File: src/rtl/systolic_tile_if.sv
// Tile command, operand-skew and result handshake bundle between the systolic
// tile sequencer (slave) and its command source / operand buffers / consumer (master).
interface systolic_tile_if #(
    parameter int ROWS = 4,
    parameter int COLS = 4,
    parameter int KW   = 9
);
    logic                 start_valid;
    logic                 start_ready;
    logic [KW-1:0]        cfg_k;
    logic                 start_tile;
    logic [ROWS-1:0]      row_a_valid;
    logic [ROWS*KW-1:0]   row_k_idx;
    logic [COLS-1:0]      col_b_valid;
    logic [COLS*KW-1:0]   col_k_idx;
    logic                 res_valid;
    logic                 res_ready;
    logic                 busy;
    logic [15:0]          tile_count;

    modport master (
        output start_valid, cfg_k, res_ready,
        input  start_ready, start_tile, row_a_valid, row_k_idx,
               col_b_valid, col_k_idx, res_valid, busy, tile_count
    );

    modport slave (
        input  start_valid, cfg_k, res_ready,
        output start_ready, start_tile, row_a_valid, row_k_idx,
               col_b_valid, col_k_idx, res_valid, busy, tile_count
    );
endinterface

File: src/rtl/systolic_tile_ctrl.sv
// Sequencer for a ROWS x COLS systolic GEMM grid: clears accumulators, streams
// skewed operand enables/K-indices, then holds a result handshake once the wavefront drains.
module systolic_tile_ctrl #(
    parameter int ROWS  = 4,
    parameter int COLS  = 4,
    parameter int K_MAX = 256,
    parameter int KW    = $clog2(K_MAX + 1)
) (
    input logic            clk,
    input logic            rst,
    systolic_tile_if.slave bus
);
    localparam int SKEW      = 2 * (ROWS + COLS - 2) + 1;
    localparam int T_END_MAX = K_MAX + SKEW;
    localparam int TW        = $clog2(T_END_MAX + 1);

    // IDLE: accept command | CLEAR: start_tile pulse | RUN: stream operands | CAPTURE: hold result
    typedef enum logic [1:0] {IDLE, CLEAR, RUN, CAPTURE} state_t;

    state_t              state;
    state_t              state_next;
    logic [TW-1:0]       t;
    logic [TW-1:0]       t_next;
    logic [TW-1:0]       t_end;
    logic [KW-1:0]       k_lat;
    logic [KW-1:0]       k_clamped;
    logic                start_hs;
    logic                res_hs;
    logic [ROWS-1:0]     row_valid_next;
    logic [ROWS*KW-1:0]  row_idx_next;
    logic [COLS-1:0]     col_valid_next;
    logic [COLS*KW-1:0]  col_idx_next;

    logic                start_tile_r;
    logic [ROWS-1:0]     row_valid_r;
    logic [ROWS*KW-1:0]  row_idx_r;
    logic [COLS-1:0]     col_valid_r;
    logic [COLS*KW-1:0]  col_idx_r;
    logic                res_valid_r;
    logic [15:0]         tile_cnt;

    assign k_clamped = (bus.cfg_k > KW'(K_MAX)) ? KW'(K_MAX) : bus.cfg_k;
    assign t_end     = TW'(k_lat) + TW'(SKEW);
    assign start_hs  = bus.start_valid && (state == IDLE);
    assign res_hs    = (state == CAPTURE) && bus.res_ready;

    always_ff @(posedge clk) begin
        if (rst) begin
            state <= IDLE;
        end else begin
            state <= state_next;
        end
    end

    always_comb begin
        state_next = state;
        t_next     = '0;
        unique case (state)
            IDLE: begin
                if (start_hs) state_next = CLEAR;
            end
            CLEAR: begin
                state_next = RUN;
            end
            RUN: begin
                if (t == t_end) state_next = CAPTURE;
                else            t_next     = t + TW'(1);
            end
            CAPTURE: begin
                if (bus.res_ready) state_next = IDLE;
            end
            default: state_next = IDLE;
        endcase
    end

    // Enables are computed from the upcoming t so the registered outputs line up with it.
    always_comb begin
        row_valid_next = '0;
        row_idx_next   = '0;
        col_valid_next = '0;
        col_idx_next   = '0;
        for (int i = 0; i < ROWS; i++) begin
            if ((state_next == RUN) && (t_next >= TW'(2 * i)) &&
                (t_next < TW'(2 * i) + TW'(k_lat))) begin
                row_valid_next[i]          = 1'b1;
                row_idx_next[i*KW +: KW]   = KW'(t_next - TW'(2 * i));
            end
        end
        for (int j = 0; j < COLS; j++) begin
            if ((state_next == RUN) && (t_next >= TW'(2 * j)) &&
                (t_next < TW'(2 * j) + TW'(k_lat))) begin
                col_valid_next[j]          = 1'b1;
                col_idx_next[j*KW +: KW]   = KW'(t_next - TW'(2 * j));
            end
        end
    end

    always_ff @(posedge clk) begin
        if (rst) begin
            t            <= '0;
            k_lat        <= '0;
            start_tile_r <= 1'b0;
            row_valid_r  <= '0;
            row_idx_r    <= '0;
            col_valid_r  <= '0;
            col_idx_r    <= '0;
            res_valid_r  <= 1'b0;
            tile_cnt     <= '0;
        end else begin
            t            <= t_next;
            if (start_hs) k_lat <= k_clamped;
            start_tile_r <= (state_next == CLEAR);
            row_valid_r  <= row_valid_next;
            row_idx_r    <= row_idx_next;
            col_valid_r  <= col_valid_next;
            col_idx_r    <= col_idx_next;
            res_valid_r  <= (state_next == CAPTURE);
            if (res_hs) tile_cnt <= tile_cnt + 16'd1;
        end
    end

    assign bus.start_ready = (state == IDLE);
    assign bus.busy        = (state != IDLE);
    assign bus.start_tile  = start_tile_r;
    assign bus.row_a_valid = row_valid_r;
    assign bus.row_k_idx   = row_idx_r;
    assign bus.col_b_valid = col_valid_r;
    assign bus.col_k_idx   = col_idx_r;
    assign bus.res_valid   = res_valid_r;
    assign bus.tile_count  = tile_cnt;
endmodule

File: src/flat_wrapper.sv
// flat-port wrapper written by rule: the top's interface ports become plain ports
module systolic_tile_ctrl_flat 
#(
    parameter int ROWS  = 4,
    parameter int COLS  = 4,
    parameter int K_MAX = 256,
    parameter int KW    = $clog2(K_MAX + 1)
)
  (clk, rst, bus_start_valid, bus_cfg_k, bus_res_ready, bus_start_ready, bus_start_tile, bus_row_a_valid, bus_row_k_idx, bus_col_b_valid, bus_col_k_idx, bus_res_valid, bus_busy, bus_tile_count);
  systolic_tile_if #(.ROWS(ROWS), .COLS(COLS), .KW(KW)) bus_i ();
  input logic clk;
  input logic rst;
  input wire logic [$bits(bus_i.start_valid)-1:0] bus_start_valid;
  input wire logic [$bits(bus_i.cfg_k)-1:0] bus_cfg_k;
  input wire logic [$bits(bus_i.res_ready)-1:0] bus_res_ready;
  output wire logic [$bits(bus_i.start_ready)-1:0] bus_start_ready;
  output wire logic [$bits(bus_i.start_tile)-1:0] bus_start_tile;
  output wire logic [$bits(bus_i.row_a_valid)-1:0] bus_row_a_valid;
  output wire logic [$bits(bus_i.row_k_idx)-1:0] bus_row_k_idx;
  output wire logic [$bits(bus_i.col_b_valid)-1:0] bus_col_b_valid;
  output wire logic [$bits(bus_i.col_k_idx)-1:0] bus_col_k_idx;
  output wire logic [$bits(bus_i.res_valid)-1:0] bus_res_valid;
  output wire logic [$bits(bus_i.busy)-1:0] bus_busy;
  output wire logic [$bits(bus_i.tile_count)-1:0] bus_tile_count;
  assign bus_i.start_valid = bus_start_valid;
  assign bus_i.cfg_k = bus_cfg_k;
  assign bus_i.res_ready = bus_res_ready;
  assign bus_start_ready = bus_i.start_ready;
  assign bus_start_tile = bus_i.start_tile;
  assign bus_row_a_valid = bus_i.row_a_valid;
  assign bus_row_k_idx = bus_i.row_k_idx;
  assign bus_col_b_valid = bus_i.col_b_valid;
  assign bus_col_k_idx = bus_i.col_k_idx;
  assign bus_res_valid = bus_i.res_valid;
  assign bus_busy = bus_i.busy;
  assign bus_tile_count = bus_i.tile_count;
  systolic_tile_ctrl #(.ROWS(ROWS), .COLS(COLS), .K_MAX(K_MAX), .KW(KW)) u_core (.clk(clk), .rst(rst), .bus(bus_i));
endmodule
File: config.mk
export PLATFORM = sky130hd
export DESIGN_NAME = systolic_tile_ctrl_flat
export DESIGN_NICKNAME = d
export VERILOG_FILES = /design/src/rtl/systolic_tile_if.sv /design/src/rtl/systolic_tile_ctrl.sv /design/src/flat_wrapper.sv
export SDC_FILE = /design/constraint.sdc
export NUM_CORES = 1
export LEC_CHECK = 0
export CORE_MARGIN = 3
export CORE_UTILIZATION = 40
export DETAILED_ROUTE_END_ITERATION = 7
export DONT_BUFFER_PORTS = 1
export PLACE_DENSITY_LB_ADDON = 0.12
export REMOVE_ABC_BUFFERS = 1
export SLEW_MARGIN = 20
export SYNTH_ARGS = -nofsm -noshare
export SYNTH_HDL_FRONTEND = slang
export SYNTH_SLANG_ARGS = --single-unit
File: constraint.sdc
create_clock -name clk -period 5.05 [get_ports clk]
set_clock_uncertainty 0.15 [all_clocks]
set_input_delay 0.505 -clock clk [delete_from_list [all_inputs] [get_ports clk]]
set_output_delay 0.505 -clock clk [all_outputs]
set_load 0.01 [all_outputs]
==> flow_metrics.py <==
# Flow results
metrics = {
    "logic_synthesis": {
        "number_of_standard_cells_after_synthesis": 584,
        "synth_flop_count": 78,
        "postSynthAreaPerCell_um2": 8.503,
        "postSynth.topFlopCell": "dfxtp_1",
        "enable_flop_cells": 0,
        "synth_top_cell_by_area": "dfxtp_1",
    },
    "timing": {
        "fin_worst_hold_slack_ns": 0.09174,
        "hold_viol_final": 0,
        "rsz_0062_raised_after_global_routing": "no",
        "maxSlewViolCount": 0,
        "setup-tns-final_ns": 0,
        "setup_violations": 0,
    },
    "placed_design": {
        "finalWeightedCongestion": 0.8952,
        "buffer_ports.inserted": 0,
    },
    "clock_network": {
        "post_cts_setup_buffer_count": 0,
        "ctsLongestPathBuffers": 2,
        "post_cts.resized_instances": 0,
        "cts.sinks": 78,
    },
    "power_and_ir_drop": {
        "combinationalPowerShare_pct": 7.3,
        "cellInternalPower_uw": 1055,
        "p_total_uw": 1385,
    },
    "finish": {
        "fraction_of_layout_instances_using_a_drive_strength_above_1_pct": 10.15,
        "layout.sequential_cells": 78,
    },
    "critical_path": {
        "worst_ep_arrival_time_ns": 4.84,
        "timing_worst_setup_path_type": "reg -> reg",
        "worstPathMaxFanout": 11,
    },
    "global_route": {
        "grt_antenna_before_repair": 0,
    },
    "outcome": {
        "run_status": "finished, final reports clean",
    },
    "job": {
        "openroad.warnings": 36,
        "maxCapViolations": 0,
    },
    "floorplan": {
        "initial_utilization_pct": 41.17,
    },
}
-- power groups by stage --
stage               Sequential, uW  Clock, uW  Combinational, uW
detailed placement             651          0               99.4
global route                   638        692                113
finish                         637        647                101
CTS                            637        667               99.9
global placement               650          0               99.3
floorplan                      646          0               74.8
-- path summary, 6_finish.rpt --
check / from / slack, ns / depth (start not counted) / end
max reg2reg: u_core.k_lat[2] / 0.28 / 15 / u_core.bus.row_k_idx[11]
max: u_core.k_lat[2] / 0.28 / 15 / u_core.bus.row_k_idx[11]
min: rst / 0.09 / 1 / u_core.t[0]
min reg2reg: u_core.state[1] / 0.40 / 2 / u_core.bus.res_valid
-- metal layers --
metal,share of wire (%),GRT usage (%),vias up
li1,-,-,1857
met1,47,24.56,1720
met2,45,27.67,127
met3,6.7,4.388,18
met4,1.7,5.645,0
met5,0,0,-
**Drive-strength map**

Scale: 3 px per um.
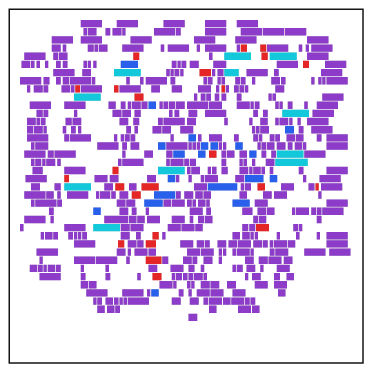
legend:
  drive 3 to 4:
    color: blue
    cells: 20
    share: 3.7%
  drive 2:
    color: red
    cells: 24
    share: 4.4%
  drive 1 or less:
    color: purple
    cells: 487
    share: 90%
  drive 6 and up:
    color: cyan
    cells: 11
    share: 2.0%
fin worst setup slack: 0.2843 ns
final instance area: 5071 um^2
number of non-clock buffers: 11
synthesis-to-finish area growth: 2.116%

**Placement by cell class**

Scale: 3 px per um. Fill, decap, tap and diode cells in gray.
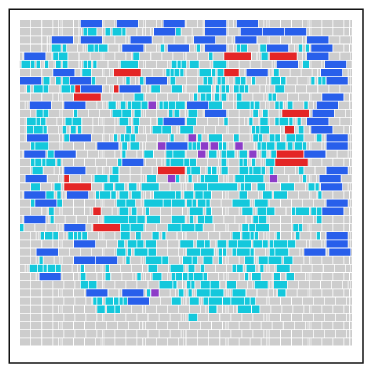
legend:
  all other logic:
    color: cyan
    cells: 437
    share_of_their_area: 60%
  flip-flops:
    color: blue
    cells: 78
    share_of_their_area: 32%
  other buffers and delay cells:
    color: purple
    cells: 11
    share_of_their_area: 1.7%
  clock drivers and dummy loads:
    color: red
    cells: 16
    share_of_their_area: 6.2%
core occupancy in the finished layout: 42.04%
Floorplan Core Area: 12060 um^2
placement row count: 40
Seq/total area: 30.79%

Power figures rest on the tool's default switching activity, not on a simulated workload.
